[src/rtl/note_sequencer_if.sv]
//==============================================================================
// Module      : note_sequencer_if
// Description : Control/status bundle between a note_sequencer and its host.
// Revision    : 1.0 - initial release
//==============================================================================
`default_nettype none

interface note_sequencer_if;
  logic        start;
  logic        stop;
  logic        mode;
  logic [31:0] div_in;
  logic        tone_out;
  logic        busy;
  logic [2:0]  note_idx;
  logic        done;

  modport master (
    output start, stop, mode, div_in,
    input  tone_out, busy, note_idx, done
  );

  modport slave (
    input  start, stop, mode, div_in,
    output tone_out, busy, note_idx, done
  );
endinterface

`default_nettype wire

[src/rtl/note_sequencer.sv]
//==============================================================================
// Module      : note_sequencer
// Description : Square-wave tone generator with manual divisor or automatic
//               8-note scale playback. Define NOTE_SEQ_LOOP_EN to repeat the
//               scale until stopped.
// Revision    : 1.0 - initial release
//==============================================================================
`default_nettype none

module note_sequencer #(
  parameter int unsigned DUR_CYCLES = 25000000,
  parameter int unsigned GAP_CYCLES = 2500000
) (
  input  wire                    CLOCK_50,
  input  wire                    reset_n,
  note_sequencer_if.slave        sif
);

  localparam logic [31:0] c_dur_last = 32'(DUR_CYCLES - 1);
  localparam logic [31:0] c_gap_last = 32'(GAP_CYCLES - 1);

  typedef enum logic [1:0] {
    S_IDLE   = 2'd0,
    S_MANUAL = 2'd1,
    S_PLAY   = 2'd2,
    S_GAP    = 2'd3
  } state_t;

  state_t      r_state;
  logic [31:0] r_half;
  logic [31:0] r_cnt;
  logic [31:0] r_div_prev;
  logic [2:0]  r_note_idx;
  logic        r_tone;
  logic        r_busy;
  logic        r_done;

  logic [31:0] w_rom;
  logic [31:0] w_div;
  logic        w_div_chg;

  always_comb begin
    w_rom = 32'd0;
    case (r_note_idx)
      3'd0: w_rom = 32'h0000_BA9E;
      3'd1: w_rom = 32'h0000_A65A;
      3'd2: w_rom = 32'h0000_942D;
      3'd3: w_rom = 32'h0000_8BE6;
      3'd4: w_rom = 32'h0000_7C8D;
      3'd5: w_rom = 32'h0000_6EF7;
      3'd6: w_rom = 32'h0000_62DB;
      3'd7: w_rom = 32'h0000_5D50;
      default: w_rom = 32'd0;
    endcase
  end

  always_comb begin
    w_div     = (r_state == S_MANUAL) ? sif.div_in : w_rom;
    w_div_chg = (r_state == S_MANUAL) && (sif.div_in != r_div_prev);
  end

  always_ff @(posedge CLOCK_50 or negedge reset_n) begin
    if (!reset_n) begin
      r_state    <= S_IDLE;
      r_half     <= 32'd0;
      r_cnt      <= 32'd0;
      r_div_prev <= 32'd0;
      r_note_idx <= 3'd0;
      r_tone     <= 1'b0;
      r_busy     <= 1'b0;
      r_done     <= 1'b0;
    end else begin
      r_div_prev <= sif.div_in;
      r_done     <= 1'b0;
      case (r_state)
        S_IDLE: begin
          r_tone <= 1'b0;
          r_half <= 32'd0;
          r_cnt  <= 32'd0;
          // stop outranks a simultaneous start
          if (sif.start && !sif.stop) begin
            r_busy <= 1'b1;
            if (sif.mode) begin
              r_state    <= S_PLAY;
              r_note_idx <= 3'd0;
            end else begin
              r_state <= S_MANUAL;
            end
          end
        end

        S_MANUAL, S_PLAY: begin
          if (sif.stop) begin
            r_state <= S_IDLE;
            r_busy  <= 1'b0;
            r_tone  <= 1'b0;
            r_half  <= 32'd0;
            r_cnt   <= 32'd0;
          end else begin
            // a new manual divisor restarts the half period, level held
            if (w_div == 32'd0) begin
              r_half <= 32'd0;
              r_tone <= 1'b0;
            end else if (w_div_chg) begin
              r_half <= 32'd0;
            end else if (r_half == w_div - 32'd1) begin
              r_half <= 32'd0;
              r_tone <= ~r_tone;
            end else begin
              r_half <= r_half + 32'd1;
            end
            if (r_state == S_PLAY) begin
              if (r_cnt == c_dur_last) begin
                r_state <= S_GAP;
                r_cnt   <= 32'd0;
                r_half  <= 32'd0;
                r_tone  <= 1'b0;
              end else begin
                r_cnt <= r_cnt + 32'd1;
              end
            end
          end
        end

        S_GAP: begin
          r_tone <= 1'b0;
          r_half <= 32'd0;
          if (sif.stop) begin
            r_state <= S_IDLE;
            r_busy  <= 1'b0;
            r_cnt   <= 32'd0;
          end else if (r_cnt == c_gap_last) begin
            r_cnt <= 32'd0;
            if (r_note_idx != 3'd7) begin
              r_note_idx <= r_note_idx + 3'd1;
              r_state    <= S_PLAY;
            end else begin
              r_done <= 1'b1;
`ifdef NOTE_SEQ_LOOP_EN
              r_note_idx <= 3'd0;
              r_state    <= S_PLAY;
`else
              r_state <= S_IDLE;
              r_busy  <= 1'b0;
`endif
            end
          end else begin
            r_cnt <= r_cnt + 32'd1;
          end
        end

        default: begin
          r_state <= S_IDLE;
          r_busy  <= 1'b0;
          r_tone  <= 1'b0;
        end
      endcase
    end
  end

  assign sif.tone_out = r_tone;
  assign sif.busy     = r_busy;
  assign sif.note_idx = r_note_idx;
  assign sif.done     = r_done;

endmodule

`default_nettype wire

[src/flat_wrapper.sv]
// flat-port wrapper written by rule: the top's interface ports become plain ports
module note_sequencer_flat 
#(
  parameter int unsigned DUR_CYCLES = 25000000,
  parameter int unsigned GAP_CYCLES = 2500000
)
  (CLOCK_50, reset_n, sif_start, sif_stop, sif_mode, sif_div_in, sif_tone_out, sif_busy, sif_note_idx, sif_done);
  note_sequencer_if sif_i ();
  input  wire CLOCK_50;
  input  wire reset_n;
  input wire logic [$bits(sif_i.start)-1:0] sif_start;
  input wire logic [$bits(sif_i.stop)-1:0] sif_stop;
  input wire logic [$bits(sif_i.mode)-1:0] sif_mode;
  input wire logic [$bits(sif_i.div_in)-1:0] sif_div_in;
  output wire logic [$bits(sif_i.tone_out)-1:0] sif_tone_out;
  output wire logic [$bits(sif_i.busy)-1:0] sif_busy;
  output wire logic [$bits(sif_i.note_idx)-1:0] sif_note_idx;
  output wire logic [$bits(sif_i.done)-1:0] sif_done;
  assign sif_i.start = sif_start;
  assign sif_i.stop = sif_stop;
  assign sif_i.mode = sif_mode;
  assign sif_i.div_in = sif_div_in;
  assign sif_tone_out = sif_i.tone_out;
  assign sif_busy = sif_i.busy;
  assign sif_note_idx = sif_i.note_idx;
  assign sif_done = sif_i.done;
  note_sequencer #(.DUR_CYCLES(DUR_CYCLES), .GAP_CYCLES(GAP_CYCLES)) u_core (.CLOCK_50(CLOCK_50), .reset_n(reset_n), .sif(sif_i));
endmodule
[config.mk]
export PLATFORM = sky130hd
export DESIGN_NAME = note_sequencer_flat
export DESIGN_NICKNAME = d
export VERILOG_FILES = /design/src/rtl/note_sequencer_if.sv /design/src/rtl/note_sequencer.sv /design/src/flat_wrapper.sv
export SDC_FILE = /design/constraint.sdc
export NUM_CORES = 1
export LEC_CHECK = 0
export ABC_AREA = 0
export CORE_MARGIN = 3
export CORE_UTILIZATION = 62
export CTS_BUF_LIST = sky130_fd_sc_hd__clkbuf_8
export DETAILED_ROUTE_END_ITERATION = 12
export GPL_TIMING_DRIVEN = 0
export PLACE_DENSITY = 0.89
export SLEW_MARGIN = 20
export SYNTH_ARGS = -nofsm -noshare
export SYNTH_HDL_FRONTEND = slang
export SYNTH_SLANG_ARGS = --single-unit
[constraint.sdc]
create_clock -name CLOCK_50 -period 4.6 [get_ports CLOCK_50]
set_input_delay 0.92 -clock CLOCK_50 [delete_from_list [all_inputs] [get_ports CLOCK_50]]
set_output_delay 0.92 -clock CLOCK_50 [all_outputs]
set_load 0.03 [all_outputs]
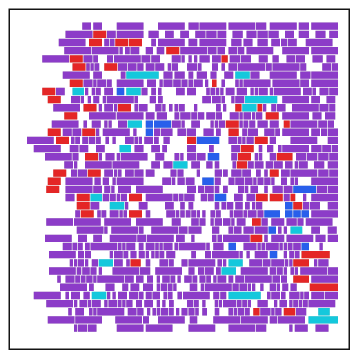
run_1/sizing.png
Scale: 3 px per um.
x3 and x4: marked blue, cells 18, most used buf_4. x6 and larger: marked cyan, cells 19, most used clkbuf_8. x1 and smaller: marked purple, cells 732, most used dfrtp_1. x2: marked red, cells 55, most used nor4_2.

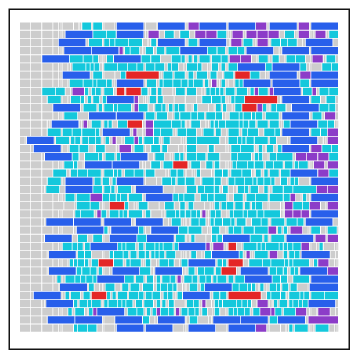
run_1/class_map.png
Scale: 3 px per um. Fill, decap, tap and diode cells in gray.
clock drivers and dummy loads: marked red, cells 15, share of their area 3.1%. remaining logic cells: marked cyan, cells 626, share of their area 55%. remaining buffers and delay cells: marked purple, cells 79, share of their area 8.3%. sequential cells: marked blue, cells 104, share of their area 33%.

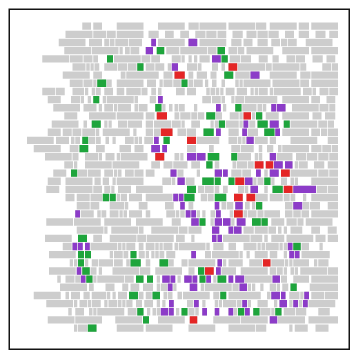
run_1/gates.png
Scale: 3 px per um.
and/or cells: marked green, cells 66, most used and3_1. aoi and oai cells: marked purple, cells 90, most used o21ai_0. non-inverting ao/oa cells: marked red, cells 18, most used o31a_1.

==> impl_results.rst, run 1 <==
Run summary
-----------

.. list-table::
   :header-rows: 1

   * - Metric
     - Value
   * - Most common library cells after synthesis
     - dfrtp_1, nand2_1, xor2_1
   * - F_max
     - 234 MHz
   * - Setup TNS
     - 0 ps
   * - DRC violations left
     - 0
   * - Most common cell in the netlist
     - dfrtp_1
   * - Wire per inst
     - 18.6 um
   * - Final standard cell utilization of the core
     - 73.1%
   * - Period utilisation layout
     - 92.8%
   * - Ranking of synthesized cells by area
     - dfrtp_1, xor2_1, xnor2_1, nor4_2, nand2_1
   * - Clock tree from TritonCTS
     - yes
   * - Outcome
     - completed
   * - Cell with the largest stage delay on the worst path
     - or4_4
   * - Hpwl dp
     - 13500 um
   * - GPL Wtd Cong
     - 0.964
   * - Post-place instance area
     - 0.00770 sq mm
   * - Number of input and output port buffers inserted
     - 42
   * - Endpoint required time on the critical path
     - 4830 ps
   * - Mapped Avg Cell Area
     - 9.31 sq um
   * - Number of endpoints with negative hold slack in the final report
     - 0
   * - GRT overflow
     - 0
   * - Post-synthesis instance area
     - 0.00708 sq mm
   * - Max-slew headroom at the worst pin
     - 34.8%
   * - Biggest area consumer among synthesized cells
     - dfrtp_1
   * - Class of the tightest hold or removal check
     - primary input to asynchronous set/reset pin
   * - Detail Route Antenna Nets
     - 0
   * - Width of the chip
     - 113 um
   * - Stage-log warning count
     - 37
## run 1: state kept, by name (all words and copies together), names as in the netlist
name                 cells
u_core.sif.tone_out      1
u_core.r_state           2
u_core.r_half           32
u_core.sif.busy          1
u_core.r_div_prev       32
u_core.r_cnt            32
u_core.sif.done          1
u_core.sif.note_idx      3
## run 1: cells in the final DEF, fill, tap and decap left out, types with 4 or more instances in the layout
cell               n
dfrtp_1          102
nand2_1           88
xor2_1            71
nor2_1            57
xnor2_1           50
clkdlybuf4s50_1   41
o21ai_0           32
nand3_1           32
nor4_2            29
nor4_1            21
nand4_1           21
and3_1            19
clkbuf_1          18
a21oi_1           16
ha_1              15
o31ai_1           12
nor2b_1           10
nand2b_1          10
mux2i_1           10
clkbuf_8          10
inv_1              9
and4_1             9
o31a_1             8
buf_4              8
and2_1             8
or3_1              7
nor3_1             7
o41ai_1            6
buf_6              5
a21boi_0           5
or4_1              5
or2_2              4
## run 1: worst paths after layout
kind | start | cells past startpoint | slack (ps) | to
worst max register to register | u_core.sif.note_idx[0] | 16 | 330 | u_core.r_half[9]
min in group CLOCK_50 | u_core.sif.busy | 1 | 510 | u_core.sif.busy
worst max-delay path | u_core.sif.note_idx[0] | 16 | 330 | u_core.r_half[9]
worst min-delay path | reset_n | 1 | 440 | u_core.r_state[0]
max in group asynchronous | reset_n | 2 | 3530 | u_core.r_half[23]
worst min register to register | u_core.sif.busy | 1 | 510 | u_core.sif.busy
## run 1: layout make-up
| cell class | instances | area, sq um |
|---|---|---|
| Inverter | 9 | 33.8 |
| Fill cell | 761 | 2950 |
| Timing Repair Buffer | 49 | 494 |
| Clock buffer | 10 | 138 |
| Tap cell | 140 | 175 |
| Clock inverter | 5 | 105 |
| Buffer | 30 | 158 |
| Sequential cell | 104 | 2610 |
| Multi-Input combinational cell | 617 | 4320 |
## run 1: metrics by stage
step | worst slack [ps] | total power, mW
after detailed placement | -272 | 2.30
after global placement | -1050 | 2.26
after floorplan | 481 | 1.94
after CTS | 33.6 | 2.99
final | 330 | 3.04
after global routing | 49.1 | 3.23
## run 1: kinds of logic after synthesis
logic type,share of synthesized area [%]
and+or+nand+nor,30.2
xor gates and xnor gates,15.0
AOI/OAI and AO/OA,10.2
DFF,36.8
buffers and inverters,2.67
adders and majority gates,3.01
muxes,2.10
## run 1: power breakdown
| part | switching, mW | total (mW) | internal, mW | leakage (nW) |
|---|---|---|---|---|
| Sequential | 0.0440 | 1.00 | 0.957 | 1.37 |
| Combinational | 0.869 | 1.35 | 0.485 | 1.62 |
| Clock | 0.309 | 0.682 | 0.373 | 0.115 |
| Total | 1.22 | 3.04 | 1.82 | 3.10 |
## run 1: per-layer routing
metal / track usage [%] / wire length [um] / vias up / share of wire (%)
li1: - / - / 2865 / -
met5: 0 / 0 / - / 0
met4: 8.81 / 376 / 0 / 2.1
met1: 41.0 / 7840 / 2962 / 44
met3: 4.92 / 1290 / 33 / 7.2
met2: 45.8 / 8430 / 260 / 47
## run 1: what timing repair did
action,in CTS,in global routing
pin swaps,1,2
setup endpoints to repair,32,33
hold buffers,0,0
gates resized,2,9
setup buffers,0,6
run_1/m3.png
Scale: 4 px per um.
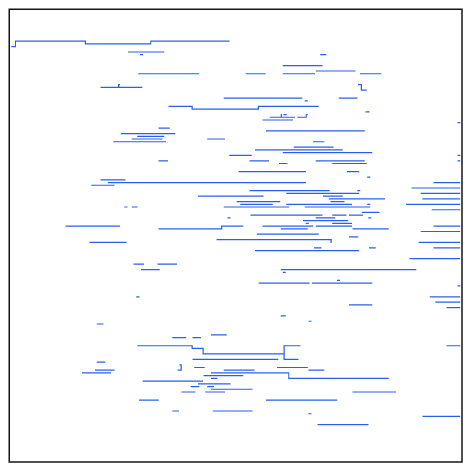

==> run 2, diff against run 1 <==
- CORE_MARGIN: 3 -> not set
- CORE_UTILIZATION: 62 -> 50
- PLACE_DENSITY: 0.89 -> 0.75
- SETUP_SLACK_MARGIN: not set -> 0.05
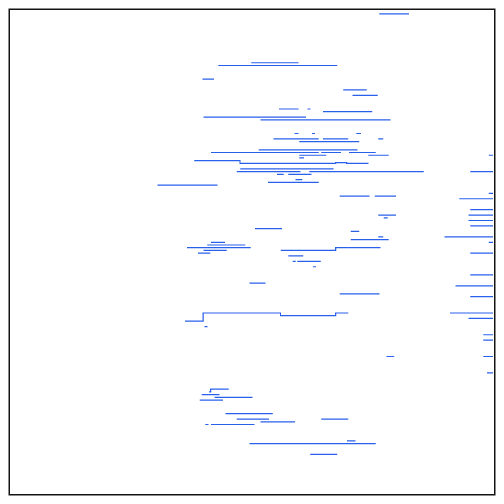
run_2/m3.png
Scale: 4 px per um.
76 nets have wire on it. The longest straight run is 32.2 um. The wires run mostly horizontal.

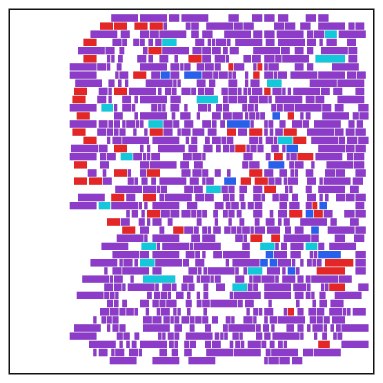
run_2/sizing.png
Scale: 3 px per um.
x2: marked red, cells 54, most used nor4_2. x3 and x4: marked blue, cells 15, most used buf_4. x1 and smaller: marked purple, cells 736, most used dfrtp_1. x6 and larger: marked cyan, cells 18, most used clkbuf_8.

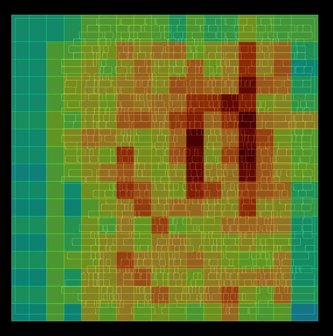
run_2/congestion_map.png
GR Layer Usage met3: 2.82%
final standard cell utilization of the core: 58.1%
total global routing track utilization: 23.9%

==> impl_results.rst, run 2 <==
Run summary
-----------

.. list-table::
   :header-rows: 1

   * - Metric
     - Value
   * - Clock tree from TritonCTS
     - yes
   * - Number of input and output port buffers inserted
     - 42
   * - Most common cell in the netlist
     - dfrtp_1
   * - Max-slew headroom at the worst pin
     - 35.0%
   * - Post-synthesis instance area
     - 0.00708 sq mm
   * - Biggest area consumer among synthesized cells
     - dfrtp_1
   * - Period utilisation layout
     - 93.2%
   * - Detail Route Antenna Nets
     - 0
   * - Capturing instance or port of the critical path
     - u_core.r_half[3]
   * - Outcome
     - completed
   * - Post-place instance area
     - 0.00775 sq mm
   * - GRT overflow
     - 0
   * - Switching share of total power
     - 41.7%
   * - Width of the chip
     - 121 um
   * - Sequential group share of total power
     - 34.4%
   * - Class of the tightest hold or removal check
     - primary input to asynchronous set/reset pin
   * - Power share of the combinational group
     - 45.7%
   * - Sequential cell area in the final layout
     - 0.00261 sq mm
   * - R2R Path End
     - u_core.r_half[3]
   * - Reg2reg path depth
     - 16
## run 2: worst max-delay path, delay by kind of cell, from the launching register on
kind | cells | cell delay [ps]
and+or+nand+nor | 7 | 1750
buffers and inverters | 3 | 420
adders and majority gates | 2 | 620
AOI/OAI and AO/OA | 3 | 670
DFF | 1 | 460
muxes | 1 | 220
## run 2: cell families (layout without fill, tap and decap cells)
logic type	count (synthesis)	in the layout	share of synthesized area, %
simple gates	357	357	30.2
buf+inv	39	102	2.67
flops	104	104	36.8
mux	14	14	2.10
compound gates	108	108	10.2
xor+xnor	121	121	15.0
fa+ha+maj	17	17	3.01
## run 2: power by group through the flow
| stage | sequential, mW | combinational [mW] | clock, mW |
|---|---|---|---|
| floorplan | 1.03 | 0.912 | 0 |
| global placement | 1.02 | 1.26 | 0 |
| detailed placement | 1.03 | 1.28 | 0 |
| CTS | 1.01 | 1.29 | 0.590 |
| global route | 1.01 | 1.45 | 0.632 |
| finish | 1.00 | 1.33 | 0.580 |
## run 2: worst min path at each step
stage                             to  depth (start not counted)
6_report        u_core.r_div_prev[9]                          1
3_3_place_gp         u_core.sif.busy                          1
2_1_floorplan        u_core.r_cnt[3]                          1
3_5_place_dp         u_core.sif.busy                          1
4_1_cts        u_core.r_div_prev[22]                          1
5_1_grt        u_core.r_div_prev[22]                          1
## run 2: repair_timing
| action | in CTS | in global routing |
|---|---|---|
| setup buffers | 1 | 3 |
| pin swaps | 1 | 1 |
| setup endpoints to repair | 32 | 33 |
| resized | 3 | 6 |
## run 2: layer usage
layer	vias to the layer above	share of wire, %
li1	2860	-
met1	2839	49
met3	19	4.4
met4	0	1.6
met2	150	45
met5	-	0
## run 2: cell type report
class,instances,area share [%]
clock inverters,6,0.764
well taps,180,2.81
flip-flops and latches,104,32.5
multi-input cells,617,53.8
inverters,9,0.421
repair buffers,47,6.13
plain buffers,30,1.96
clock buffers,10,1.71
## run 2: through the flow
| stage | util, % | cells |
|---|---|---|
| floorplan | - | 760 |
| global placement | 55.9 | 982 |
| detailed placement | 56.1 | 983 |
| CTS | 57.7 | 1000 |
| global route | 58.1 | 1003 |
| finish | 58.1 | 1003 |
run_2/class_map.png
Scale: 3 px per um. Fill, decap, tap and diode cells in gray.
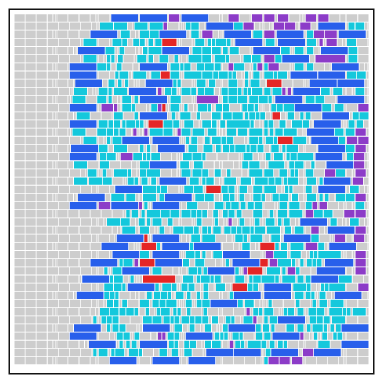

==> run 3, diff against run 2 <==
--- a/constraint.sdc
+++ b/constraint.sdc
@@ -3,2 +3,2 @@
 set_output_delay 0.92 -clock CLOCK_50 [all_outputs]
-set_load 0.03 [all_outputs]
+set_load 0.1 [all_outputs]
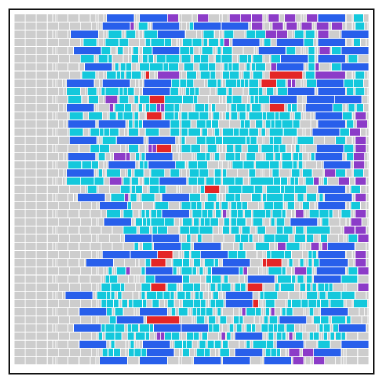
run_3/class_map.png
Scale: 3 px per um. Fill, decap, tap and diode cells in gray.
remaining buffers and delay cells: marked purple, cells 75, share of their area 8.1%. sequential cells: marked blue, cells 104, share of their area 33%. clock drivers and dummy loads: marked red, cells 16, share of their area 2.9%. remaining logic cells: marked cyan, cells 626, share of their area 56%.

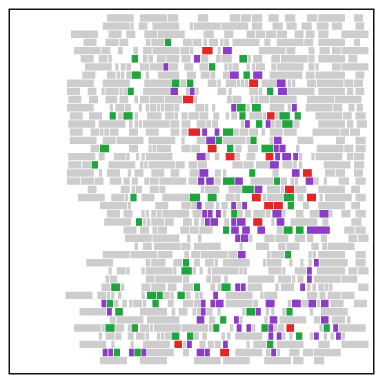
run_3/gates.png
Scale: 3 px per um.
and/or cells: marked green, cells 66, most used and3_1. non-inverting ao/oa cells: marked red, cells 18, most used o31a_1. aoi and oai cells: marked purple, cells 90, most used o21ai_0.

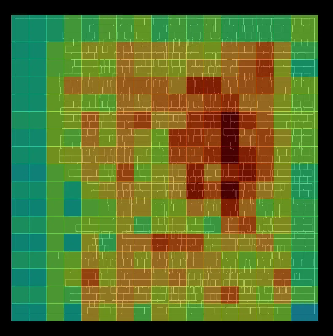
run_3/congestion_map.png
total global routing track utilization: 24.4%
wire per inst: 17.0 um
busiest layer in global routing: met2
met2 Resource Use GR: 36.1%
final standard cell utilization of the core: 58.3%

==> impl_results.rst, run 3 <==
Run summary
-----------

.. list-table::
   :header-rows: 1

   * - Metric
     - Value
   * - Outcome
     - completed
   * - Flop-to-flop setup slack
     - 430 ps
   * - Ranking of synthesized cells by area
     - dfrtp_1, xor2_1, xnor2_1, nor4_2, nand2_1
   * - Max-slew headroom at the worst pin
     - 32.4%
   * - Number of clock buffers inserted by TritonCTS
     - 9
   * - Maximum vdd drop
     - 211 uV
   * - Post-synthesis instance area
     - 0.00708 sq mm
   * - Number of input and output port buffers inserted
     - 42
   * - Routed wl met3
     - 861 um
   * - Crit path launch type
     - flip-flop
   * - Detail Route Antenna Nets
     - 0
   * - Hpwl dp
     - 12700 um
   * - GRT overflow
     - 0
   * - Mapped Avg Cell Area
     - 9.31 sq um
   * - Period utilisation layout
     - 90.7%
   * - Most frequent cells in the layout
     - dfrtp_1, nand2_1, xor2_1
   * - Met2 wire length
     - 7470 um
   * - Clock tree from TritonCTS
     - yes
   * - Most common library cells after synthesis
     - dfrtp_1, nand2_1, xor2_1
   * - F_max
     - 240 MHz
   * - DRC violations left
     - 0
   * - Width of the chip
     - 121 um
   * - Wire length on met1
     - 8220 um
   * - Stage-log warning count
     - 37
   * - Regs by FF count
     - u_core.r_cnt x32, u_core.r_div_prev x32, u_core.r_half x32
   * - Endpoint required time on the critical path
     - 4830 ps
   * - Most frequently placed logic cell in the final layout
     - dfrtp_1
   * - GPL Wtd Cong
     - 0.934
   * - Chip area
     - 0.0146 sq mm
   * - Crit path setup slack, layout
     - 429 ps
   * - Synth Seq Share
     - 36.8%
   * - Biggest cell delay along the critical path
     - 490 ps
   * - Top routing layer used
     - met4
   * - Biggest area consumer among synthesized cells
     - dfrtp_1
   * - Reg2reg path depth
     - 16
   * - Cell with the largest stage delay on the worst path
     - dfrtp_2
   * - Post-Place Setup Slack
     - -244 ps
   * - Most common cell in the netlist
     - dfrtp_1
   * - Overall Power
     - 3.02 mW
   * - Number of buffers inserted for hold repair after clock tree synthesis
     - 0
   * - Class of the tightest hold or removal check
     - primary input to asynchronous set/reset pin
   * - R2R Path End
     - u_core.r_half[3]
   * - Startpoint of the lowest-slack register-to-register path
     - u_core.sif.note_idx[1]
   * - Number of endpoints with negative hold slack in the final report
     - 0
[run 3: layout make-up]
type / instances / area [sq um]
fill: 1202 / 5770
multi-input combinational: 617 / 4340
sequential: 104 / 2610
timing repair buffer: 45 / 477
tap: 180 / 225
buffer: 30 / 155
clock buffer: 11 / 151
clock inverter: 5 / 72.6
inverter: 9 / 33.8
[run 3: what timing repair did]
action / in CTS / in global routing
pin swaps: 0 / 1
setup endpoints to repair: 30 / 33
resized: 2 / 9
buffers inserted: 0 / 2
[run 3: worst max path at each step]
stage / startpoint / endpoint / slack (ps) / cells after the start
after floorplan: u_core.sif.note_idx[0] / u_core.r_half[22] / 350 / 15
after global placement: reset_n / u_core.sif.note_idx[0] / -1690 / 1
after detailed placement: sif_div_in[0] / u_core.r_half[25] / -240 / 14
after CTS: u_core.sif.note_idx[0] / u_core.r_half[11] / 80 / 15
after global routing: u_core.sif.note_idx[1] / u_core.r_half[13] / 130 / 16
final: u_core.sif.note_idx[1] / u_core.r_half[3] / 430 / 16
[run 3: per-layer routing]
metal  up-vias  global-route usage, %
li1       2852                      -
met1      2807                   35.5
met2       170                   36.1
met3        26                   3.48
met4         0                   9.57
met5         -                      0
[run 3: worst max-delay path: cells and delay by family, from the launching register on]
kind / cells / cell delay, ps
DFF: 1 / 490
AOI/OAI and AO/OA: 3 / 610
buffers and inverters: 3 / 420
and+or+nand+nor: 7 / 1660
adders and majority gates: 2 / 610
muxes: 1 / 220
[run 3: kinds of logic after synthesis]
group	Yosys count	share of synthesized area, %
buffers and inverters	39	2.67
XOR/XNOR	121	15.0
multiplexers	14	2.10
flip-flops	104	36.8
AND/OR/NAND/NOR	357	30.2
AND-OR/OR-AND	108	10.2
adder cells (fa/ha/maj)	17	3.01
[run 3: stage by stage]
step,TNS (ps),cells,cell area [sq um]
after floorplan,0,760,7080
after global routing,0,1001,8060
after CTS,0,999,7990
final,0,1001,8060
after detailed placement,-6970,983,7750
after global placement,-144010,982,7720
[run 3: power by group]
| part | leakage [nW] | switching, mW | internal (mW) | total (mW) |
|---|---|---|---|---|
| Combinational | 1.60 | 0.917 | 0.474 | 1.39 |
| Sequential | 1.37 | 0.0415 | 0.957 | 0.999 |
| Clock | 0.122 | 0.301 | 0.332 | 0.633 |
| Total | 3.10 | 1.26 | 1.76 | 3.02 |
Power and IR drop assume default switching activity.
